<file path="src/rtl/tone_seq_pkg.sv">
// Shared definitions for the AHB-Lite tone sequencer: register offsets,
// CTRL/STAT bit positions and the channel state encoding.
package tone_seq_pkg;

    localparam logic [1:0] OFF_CTRL = 2'd0;
    localparam logic [1:0] OFF_NOTE = 2'd1;
    localparam logic [1:0] OFF_STAT = 2'd2;
    localparam logic [1:0] OFF_CLR  = 2'd3;

    localparam int CTRL_EN    = 0;
    localparam int CTRL_IE    = 1;
    localparam int CTRL_FLUSH = 2;

    localparam int CLR_OVF  = 3;
    localparam int CLR_DONE = 4;

    typedef enum logic [1:0] {
        IDLE = 2'd0,
        LOAD = 2'd1,
        PLAY = 2'd2
    } ch_state_e;

endpackage

</file>
<file path="src/rtl/tone_channel.sv">
// One tone channel: note FIFO, IDLE/LOAD/PLAY sequencer, half-period and
// duration counters, sticky ovf/done flags. Current state is exported on state_dbg.
module tone_channel
    import tone_seq_pkg::*;
#(
    parameter int FIFO_DEPTH = 8,
    parameter int DIV_W      = 20,
    parameter int DUR_W      = 12
) (
    input  logic             HCLK,
    input  logic             HRESETn,
    input  logic             tick,
    input  logic             ctrl_we,
    input  logic [2:0]       ctrl_wdata,
    input  logic             note_we,
    input  logic [DIV_W-1:0] note_div,
    input  logic [DUR_W-1:0] note_dur,
    input  logic             clr_we,
    input  logic             clr_ovf,
    input  logic             clr_done,
    output logic             en,
    output logic             done_ie,
    output logic             busy,
    output logic             empty,
    output logic             full,
    output logic             ovf,
    output logic             done,
    output logic [7:0]       count,
    output logic             beep,
    output ch_state_e        state_dbg
);

    localparam int PW = $clog2(FIFO_DEPTH);

    logic [DUR_W+DIV_W-1:0] mem [FIFO_DEPTH];
    logic [DUR_W+DIV_W-1:0] head;
    logic [PW-1:0]          wr_ptr, rd_ptr;
    logic [PW:0]            cnt;

    ch_state_e        state_q, state_d;
    logic [DIV_W-1:0] div_q, half_q;
    logic [DUR_W-1:0] dur_q;
    logic             en_eff, flush, abort, push, pop, done_set;

    // A CTRL write takes effect on the same edge it commits, so clearing en
    // or flushing leaves PLAY immediately.
    assign flush    = ctrl_we & ctrl_wdata[CTRL_FLUSH];
    assign en_eff   = ctrl_we ? ctrl_wdata[CTRL_EN] : en;
    assign abort    = flush | ~en_eff;
    assign empty    = (cnt == '0);
    assign full     = (cnt == (PW+1)'(FIFO_DEPTH));
    assign push     = note_we & ~full;
    assign pop      = (state_q == LOAD) & ~abort;
    assign done_set = (state_q == PLAY) & ~abort & (dur_q == '0) & empty;
    assign head     = mem[rd_ptr];

    always_comb begin
        state_d = state_q;
        case (state_q)
            IDLE:    if (!empty) state_d = LOAD;
            LOAD:    state_d = PLAY;
            PLAY:    if (dur_q == '0) state_d = empty ? IDLE : LOAD;
            default: state_d = IDLE;
        endcase
        if (abort) state_d = IDLE;
    end

    always_ff @(posedge HCLK) begin
        if (!HRESETn) state_q <= IDLE;
        else          state_q <= state_d;
    end

    always_ff @(posedge HCLK) begin
        if (!HRESETn) begin
            en      <= 1'b0;
            done_ie <= 1'b0;
            ovf     <= 1'b0;
            done    <= 1'b0;
        end else begin
            if (ctrl_we) begin
                en      <= ctrl_wdata[CTRL_EN];
                done_ie <= ctrl_wdata[CTRL_IE];
            end
            // A set in the same cycle as a W1C clear keeps the flag.
            ovf  <= (note_we & full) | (ovf & ~(clr_we & clr_ovf));
            done <= done_set | (done & ~(clr_we & clr_done));
        end
    end

    always_ff @(posedge HCLK) begin
        if (push) mem[wr_ptr] <= {note_dur, note_div};
    end

    always_ff @(posedge HCLK) begin
        if (!HRESETn || flush) begin
            wr_ptr <= '0;
            rd_ptr <= '0;
            cnt    <= '0;
        end else begin
            if (push) wr_ptr <= wr_ptr + PW'(1);
            if (pop)  rd_ptr <= rd_ptr + PW'(1);
            cnt <= cnt + (PW+1)'(push) - (PW+1)'(pop);
        end
    end

    always_ff @(posedge HCLK) begin
        if (!HRESETn) begin
            div_q  <= '0;
            dur_q  <= '0;
            half_q <= '0;
            beep   <= 1'b0;
        end else begin
            if (state_q == LOAD) begin
                div_q  <= head[DIV_W-1:0];
                dur_q  <= head[DUR_W+DIV_W-1:DIV_W];
                half_q <= '0;
            end else if (state_q == PLAY) begin
                if (tick && dur_q != '0) dur_q <= dur_q - DUR_W'(1);
                // div = 0 is a rest: the counter never runs and beep stays low.
                if (div_q != '0) begin
                    if (half_q == div_q - DIV_W'(1)) begin
                        half_q <= '0;
                        beep   <= ~beep;
                    end else begin
                        half_q <= half_q + DIV_W'(1);
                    end
                end
            end
            if (state_d != PLAY) beep <= 1'b0;
        end
    end

    assign busy      = (state_q != IDLE);
    assign count     = 8'(cnt);
    assign state_dbg = state_q;

endmodule

</file>
<file path="src/rtl/ahblite_tone_seq.sv">
// AHB-Lite slave with NUM_CH queued square-wave tone channels. Holds the bus
// decode, the shared duration-tick prescaler, the read mux and the irq OR.
module ahblite_tone_seq
    import tone_seq_pkg::*;
#(
    parameter int NUM_CH     = 2,
    parameter int FIFO_DEPTH = 8,
    parameter int DIV_W      = 20,
    parameter int DUR_W      = 12,
    parameter int TICK_DIV   = 50000
) (
    input  logic              HCLK,
    input  logic              HRESETn,
    input  logic              HSEL,
    input  logic [31:0]       HADDR,
    input  logic [1:0]        HTRANS,
    input  logic [2:0]        HSIZE,
    input  logic [3:0]        HPROT,
    input  logic              HWRITE,
    input  logic [31:0]       HWDATA,
    input  logic              HREADY,
    output logic              HREADYOUT,
    output logic [31:0]       HRDATA,
    output logic              HRESP,
    output logic [NUM_CH-1:0] beep,
    output logic              irq
);

    localparam int TW = $clog2(TICK_DIV + 1);

    logic [TW-1:0] pres_q;
    logic          tick;
    logic          xfer, dp_valid, dp_write, wr_act;
    logic [3:0]    dp_addr;
    logic [1:0]    dp_ch, dp_off;
    logic [31:0]   ctrl_rd [4];
    logic [31:0]   stat_rd [4];
    logic [3:0]    irq_vec;
    ch_state_e     ch_state [4];
    logic          unused_bits;

    assign tick = (pres_q == TW'(TICK_DIV - 1));

    always_ff @(posedge HCLK) begin
        if (!HRESETn) pres_q <= '0;
        else          pres_q <= tick ? '0 : pres_q + TW'(1);
    end

    // Handshake: a transfer is accepted when HSEL & HTRANS[1] & HREADY are all
    // high at a clock edge; its data phase is the following cycle, which this
    // slave always completes (HREADYOUT=1) with write data taken from HWDATA.
    assign xfer = HSEL & HTRANS[1] & HREADY;

    always_ff @(posedge HCLK) begin
        if (!HRESETn) begin
            dp_valid <= 1'b0;
            dp_write <= 1'b0;
            dp_addr  <= '0;
        end else begin
            dp_valid <= xfer;
            if (xfer) begin
                dp_write <= HWRITE;
                dp_addr  <= HADDR[5:2];
            end
        end
    end

    assign dp_ch  = dp_addr[3:2];
    assign dp_off = dp_addr[1:0];
    assign wr_act = dp_valid & dp_write;

    // Slots at or above NUM_CH have no channel: writes fall away, reads are 0.
    for (genvar i = 0; i < 4; i++) begin : g_ch
        if (i < NUM_CH) begin : g_on
            logic       en, ie, busy, empty, full, ovf, done, wr_here;
            logic [7:0] count;

            assign wr_here = wr_act & (dp_ch == 2'(i));

            tone_channel #(
                .FIFO_DEPTH(FIFO_DEPTH),
                .DIV_W     (DIV_W),
                .DUR_W     (DUR_W)
            ) u_ch (
                .HCLK      (HCLK),
                .HRESETn   (HRESETn),
                .tick      (tick),
                .ctrl_we   (wr_here & (dp_off == OFF_CTRL)),
                .ctrl_wdata(HWDATA[2:0]),
                .note_we   (wr_here & (dp_off == OFF_NOTE)),
                .note_div  (HWDATA[DIV_W-1:0]),
                .note_dur  (HWDATA[DUR_W+19:20]),
                .clr_we    (wr_here & (dp_off == OFF_CLR)),
                .clr_ovf   (HWDATA[CLR_OVF]),
                .clr_done  (HWDATA[CLR_DONE]),
                .en        (en),
                .done_ie   (ie),
                .busy      (busy),
                .empty     (empty),
                .full      (full),
                .ovf       (ovf),
                .done      (done),
                .count     (count),
                .beep      (beep[i]),
                .state_dbg (ch_state[i])
            );

            assign ctrl_rd[i] = {30'b0, ie, en};
            assign stat_rd[i] = {16'b0, count, 3'b0, done, ovf, full, empty, busy};
            assign irq_vec[i] = done & ie;
        end else begin : g_off
            assign ctrl_rd[i]  = '0;
            assign stat_rd[i]  = '0;
            assign irq_vec[i]  = 1'b0;
            assign ch_state[i] = IDLE;
        end
    end

    always_comb begin
        HRDATA = '0;
        if (dp_valid && !dp_write) begin
            case (dp_off)
                OFF_CTRL: HRDATA = ctrl_rd[dp_ch];
                OFF_STAT: HRDATA = stat_rd[dp_ch];
                default:  HRDATA = '0;
            endcase
        end
    end

    assign HREADYOUT = 1'b1;
    assign HRESP     = 1'b0;
    assign irq       = |irq_vec;

    assign unused_bits = ^{HSIZE, HPROT, HADDR[31:6], HADDR[1:0],
                           ch_state[0], ch_state[1], ch_state[2], ch_state[3]};

endmodule
</file>
<file path="config.mk">
export PLATFORM = sky130hd
export DESIGN_NAME = ahblite_tone_seq
export DESIGN_NICKNAME = d
export VERILOG_FILES = /design/src/rtl/tone_seq_pkg.sv /design/src/rtl/tone_channel.sv /design/src/rtl/ahblite_tone_seq.sv
export SDC_FILE = /design/constraint.sdc
export NUM_CORES = 1
export LEC_CHECK = 0
export CORE_MARGIN = 2
export CORE_UTILIZATION = 40
export CTS_CLUSTER_DIAMETER = 30
export DETAILED_ROUTE_END_ITERATION = 8
export MAX_ROUTING_LAYER = met4
export PLACE_DENSITY = 0.52
export SYNTH_ARGS = -nofsm -noshare
export SYNTH_HDL_FRONTEND = slang
export SYNTH_SLANG_ARGS = --single-unit
</file>
<file path="constraint.sdc">
create_clock -name HCLK -period 11.5 [get_ports HCLK]
set_clock_uncertainty 0.05 [all_clocks]
set_input_delay 3.45 -clock HCLK [delete_from_list [all_inputs] [get_ports HCLK]]
set_output_delay 3.45 -clock HCLK [all_outputs]
set_load 0.05 [all_outputs]
</file>
Run 1, local utilization:
Drawn at 1.5 px/um. The die is cut into 27 by 27 equal tiles; black is low, pale yellow is high, 0 to 100% covered.
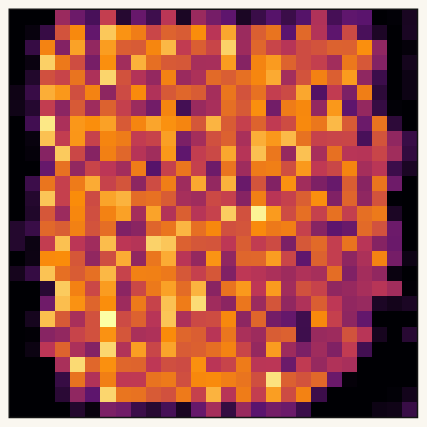
emptiest ninth of the die: south-east
nearly empty tiles: 11%
mean over tiles: 46%
tiles over 75% full: 13%
FP Util: 40.5%
core outline area: 70400 sq um
Core Util, Final: 49.9%

Run 1, placed cells, one colour a class:
Drawn at 1 px/um.
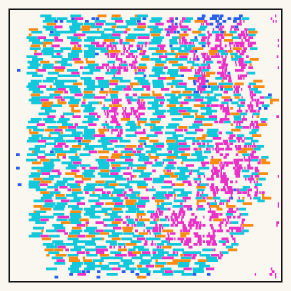
[blue] remaining buffers and delay cells | cells: 83
[cyan] sequential cells | cells: 678
[magenta] combinational and other logic | cells: 1128
[orange] clock drivers and dummy loads | cells: 269
post-route cell area: 35100 sq um
row cnt: 97

Run 1, routed metal, one colour a layer:
Drawn at 1 px/um.
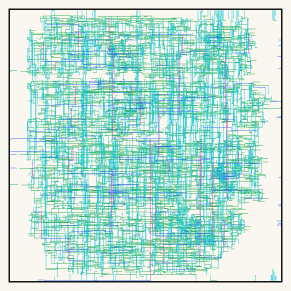
[blue] metal 3 | wire length: 3420 um
[cyan] metal 2 | wire length: 32.0 mm
[magenta] metal 4 | wire length: 1150 um
[green] metal 1 | wire length: 30.7 mm
via count: 16.5k
final WL: 67.3 mm

==> out/metrics.yaml, run 1 <==
p_leak_nw: 11.6
path_buffers: 1
mostFrequentLayoutCells: "edfxtp_1 (512), nor2_1 (188), dfxtp_1 (160)"
setup_violations: 0
largest_register_ffs: 512
status: "finished clean"
top_logic_kind: "multiplexers"
synthesis.instances: 1904
layout_top_cell: "edfxtp_1"
use_met1_pct: 25.2
ys_warn_count: 0
io_buffer_count: 53
place.gp.congestion: 0.790
dpl_cell_area_sq_um: 30100
avgSynthCellArea_sq_um: 15.0
cp.required_ns: 8.00
cts_setup_buffers: 0
startpoint_type: "register"
syn_to_final_growth_pct: 23.1
crit_path_end_kind: "primary output"
drv_cap: 0
p_seq_share_pct: 38.3
antenna_found_initial: 1
dieArea_sq_um: 73500
hpwl_mm: 37.5
async_flop_share_pct: 0
tritoncts: "done"
dieWidth_um: 271
holdPathEnd: "pres_q[0]"
dr.first_iter.drc_count: 1235
overflow: 0
run 1: cells in the mapped netlist, drive strengths merged, types with 14 or more instances:
master	count
nand2b	14
nand3	37
xor2	59
mux2i	85
a211oi	50
dfxtp	166
mux4	128
o21ai	25
a21oi	47
nor3	20
nor2	204
ha	31
and3	23
nand4	21
buf	61
clkbuf	60
edfxtp	512
inv	46
nor4	23
nand2	74
xnor2	48
run 1: layout make-up:
class | instances | area, sq um
multi-input cells | 1082 | 9270
diodes | 2 | 5.00
well taps | 940 | 1180
fillers | 5993 | 35300
flip-flops and latches | 678 | 18700
clock inverters | 86 | 1030
clock buffers | 183 | 4000
inverters | 46 | 173
repair buffers | 83 | 756
Run 1, clock nets:
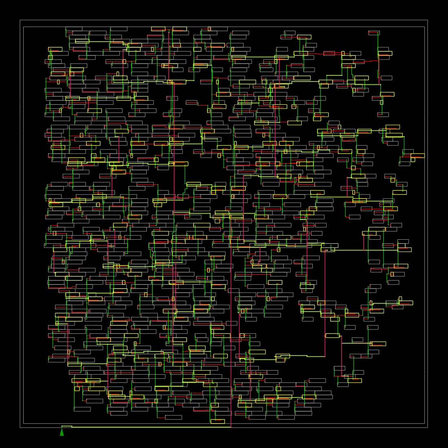

==> inputs of run 2 (changes only) <==
==> constraint.sdc (replaced) <==
create_clock -name HCLK -period 6.38 [get_ports HCLK]
set_clock_uncertainty 0.05 [all_clocks]
set_input_delay 1.914 -clock HCLK [delete_from_list [all_inputs] [get_ports HCLK]]
set_output_delay 1.914 -clock HCLK [all_outputs]
set_load 0.05 [all_outputs]
Run 2, clock nets:
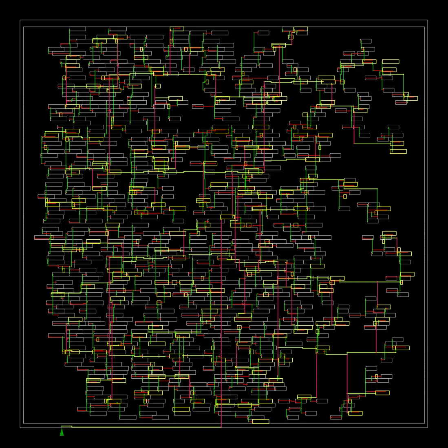
clk latency late pin: 0.70 ns
clk pwr: 7.17 mW
TritonCTS Sinks: 678

==> out/metrics.yaml, run 2 <==
status: "finished clean"  # unchanged
p_leak_nw: 11.4  # was 11.6 nW
avgSynthCellArea_sq_um: 15.0  # unchanged
path_buffers: 1  # unchanged
synth-edff-count: 512  # unchanged
top_cells_by_count: "edfxtp_1 (512), nor2_1 (200), dfxtp_1 (166)"  # unchanged
drv_cap: 0  # unchanged
place.gp.congestion: 0.815  # was 0.790
seqCellArea_sq_um: 18700  # unchanged
signal_buffers: 84  # was 83
async_flop_share_pct: 0  # unchanged
clock_buffers: 168  # was 183
clk_share_pct: 13.6  # was 14.3%
overflow: 0  # unchanged
largest_register_ffs: 512  # unchanged
synthesis.instances: 1904  # unchanged
mostFrequentLayoutCells: "edfxtp_1 (512), nor2_1 (188), dfxtp_1 (160)"  # unchanged
dr.first_iter.drc_count: 1191  # was 1235
buf_share_pct: 2.19  # was 2.15%
layout_top_cell: "edfxtp_1"  # unchanged
largestClassByArea: "sequential cells"  # unchanged
setup_violations: 0  # unchanged
dieWidth_um: 271  # unchanged
arrival_ns: 2.86  # was 2.89 ns
cts_setup_buffers: 0  # unchanged
io_buffer_count: 53  # unchanged
ys_warn_count: 0  # unchanged
layout.area.comb_sq_um: 9270  # unchanged
comb_area_share_pct: 26.6  # was 26.4%
use_met1_pct: 25.1  # was 25.2%
tritoncts: "done"  # unchanged
nNonClkInverters: 46  # unchanged
n_fill_cell: 5963  # was 5993
rows: 97  # unchanged
nFlopsAndLatches: 678  # unchanged
initCoreUtil_pct: 40.5  # unchanged
hpwl_mm: 40.3  # was 37.5 mm
drt_wl_total_mm: 66.8  # was 67.3 mm
tap-cell-count: 940  # unchanged
antenna_cells: 1  # was 2
yosys.cell_count.top_type: "edfxtp_1"  # unchanged
core_area_sq_um: 70400  # unchanged
nMultiInputCombCells: 1082  # unchanged
crit_path_end_kind: "primary output"  # unchanged
startpoint_type: "register"  # unchanged
dieArea_sq_um: 73500  # unchanged
Run 2, placed cells, one colour a class:
Drawn at 1 px/um.
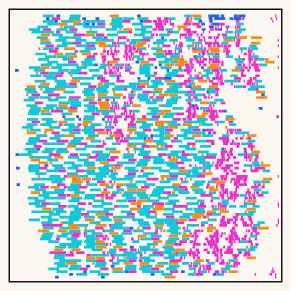
[cyan] sequential cells | cells: 678
[blue] remaining buffers and delay cells | cells: 84
[magenta] combinational and other logic | cells: 1128
[orange] clock drivers and dummy loads | cells: 253
Seq area share: 53.7%
post-route cell area: 34800 sq um
Core Util, Final: 49.5%

run 2: cell counts after synthesis:
No cell type changed its count.
run 2: logic make-up (layout without fill, tap and decap cells):
kind of cell	count (synthesis)	in the layout	share of synthesized area, %
multiplexers	223	223	13.5
XOR/XNOR	107	107	3.28
AND/OR/NAND/NOR	492	492	8.64
AND-OR/OR-AND	202	202	4.84
other	2	26	0.0263
adder cells (fa/ha/maj)	33	33	1.50
buffers and inverters	167	383	2.71
flip-flops	678	678	65.5
run 2: worst paths after layout:
check | to | depth (start not counted)
min | pres_q[0] | 1
min reg2reg | pres_q[0] | 1
max | HRDATA[0] | 5
max reg2reg | g_ch[1].g_on.u_ch.half_q[3] | 10
run 2: where the power goes:
group          internal [mW]  switching, mW
Combinational         0.0380          0.119
Clock                   4.90           2.27
Sequential              4.76        0.00626
Run 2, local utilization:
Drawn at 1.5 px/um. The die is cut into 27 by 27 equal tiles; black is low, pale yellow is high, 0 to 100% covered.
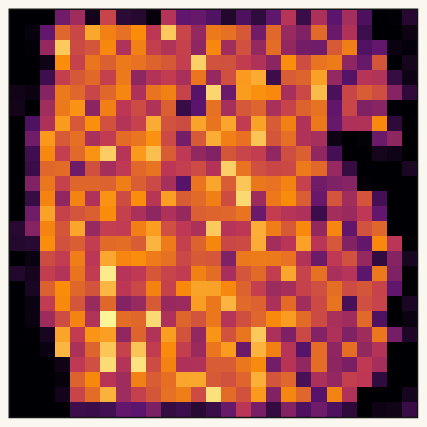

==> inputs of run 3 (changes only) <==
--- a/config.mk
+++ b/config.mk
@@ -10,7 +10,7 @@
 export CTS_CLUSTER_DIAMETER = 30
 export DETAILED_ROUTE_END_ITERATION = 8
 export MAX_ROUTING_LAYER = met4
-export PLACE_DENSITY = 0.52
+export PLACE_DENSITY = 0.54
 export SYNTH_ARGS = -nofsm -noshare
 export SYNTH_HDL_FRONTEND = slang
 export SYNTH_SLANG_ARGS = --single-unit
==> constraint.sdc (replaced) <==
create_clock -name HCLK -period 4.1 [get_ports HCLK]
set_clock_uncertainty 0.05 [all_clocks]
set_input_delay 1.23 -clock HCLK [delete_from_list [all_inputs] [get_ports HCLK]]
set_output_delay 1.23 -clock HCLK [all_outputs]
set_load 0.05 [all_outputs]
Run 3, local utilization:
Drawn at 1.5 px/um. The die is cut into 27 by 27 equal tiles; black is low, pale yellow is high, 0 to 100% covered.
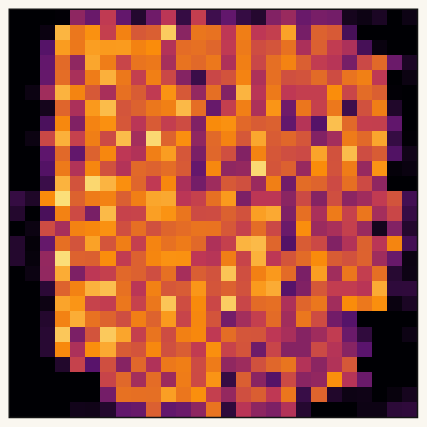
Core Util, Final: 49.8%

==> out/metrics.yaml, run 3 <==
status: "finished clean"  # unchanged
mux_area_share_pct: 13.5  # unchanged
p_leak_nw: 11.6  # was 11.4 nW
cp.required_ns: 2.82  # was 4.42 ns
intPower_mw: 15.1  # was 9.70 mW
wl_met3_mm: 3.07  # was 3.08 mm
top_cells_by_count: "edfxtp_1 (512), nor2_1 (200), dfxtp_1 (166)"  # unchanged
vias: 16596  # was 16.5k
gr-usage-met3_pct: 3.96  # was 4.03%
arrival_ns: 2.62  # was 2.86 ns
p_switching_mw: 3.81  # was 2.40 mW
use_met1_pct: 25.0  # was 25.1%
p_clk_share_pct: 59.6  # was 59.3%
mostFrequentLayoutCells: "edfxtp_1 (512), nor2_1 (188), dfxtp_1 (160)"  # unchanged
avgSynthCellArea_sq_um: 15.0  # unchanged
power_leader: "clock"  # unchanged
cts_setup_buffers: 0  # unchanged
seq_cell_power_mw: 7.41  # was 4.76 mW
layout_top_cell: "edfxtp_1"  # unchanged
startpoint_type: "register"  # unchanged
async_flop_share_pct: 0  # unchanged
tritoncts: "done"  # unchanged
ys_warn_count: 0  # unchanged
synth-edff-count: 512  # unchanged
io_buffer_count: 53  # unchanged
dieArea_sq_um: 73500  # unchanged
crit_path_end_kind: "primary output"  # unchanged
drv_cap: 0  # unchanged
switching_share_pct: 20.1  # was 19.8%
setup_violations: 0  # unchanged
antenna_found_initial: 1  # was 0
initCoreUtil_pct: 40.5  # unchanged
top_logic_kind: "multiplexers"  # unchanged
overflow: 0  # unchanged
path_buffers: 1  # unchanged
synth.cellmix.simpleShare_pct: 8.64  # unchanged
hpwl_mm: 39.8  # was 40.3 mm
synth-adder-area-share_pct: 1.50  # unchanged
drt_wl_total_mm: 67.0  # was 66.8 mm
p_seq_share_pct: 39.1  # was 39.4%
synthesis.instances: 1904  # unchanged
ys_sh_aoi_pct: 4.84  # unchanged
ys_ff: 678  # unchanged
dieWidth_um: 271  # unchanged
dr.first_iter.drc_count: 1065  # was 1191
place.gp.congestion: 0.829  # was 0.815
core_area_sq_um: 70400  # unchanged
syn_to_final_growth_pct: 22.9  # was 22.0%
rows: 97  # unchanged
Run 3, clock nets:
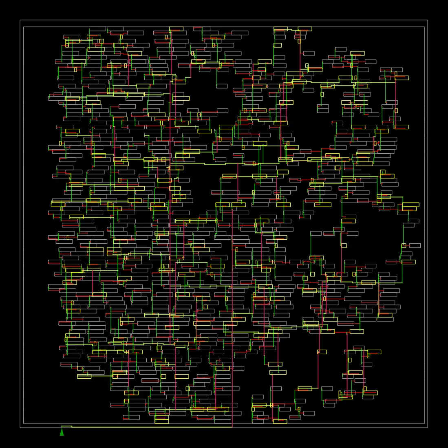
number of CTS-inserted buffers: 139
count of clock buffers in the final design: 178
clk pwr: 11.3 mW
clk latency late pin: 0.71 ns

[run 3: cell counts after synthesis]
No cell type changed its count.
[run 3: area by class of cell]
type	count	area [sq um]
fill	5931	35300
sequential	678	18700
multi-input combinational	1082	9300
clock buffer	178	3790
tap	940	1180
clock inverter	80	1000
timing repair buffer	100	918
inverter	46	173
antenna	1	2.50
[run 3: final timing paths]
check,startpoint,end,slack [ns],depth (start not counted)
worst max-delay path,dp_addr[1],HRDATA[4],0.20,4
worst min-delay path,pres_q[0],pres_q[0],0.39,1
worst max register to register,g_ch[1].g_on.u_ch.div_q[1],g_ch[1].g_on.u_ch.half_q[5],0.77,10
worst min register to register,pres_q[0],pres_q[0],0.39,1
[run 3: what timing repair did]
item | 4_1_cts | 5_1_grt
hold buffers | 0 | 0
resized | 7 | 3
setup endpoints to repair | 7 | 3
Power and IR drop assume default switching activity.
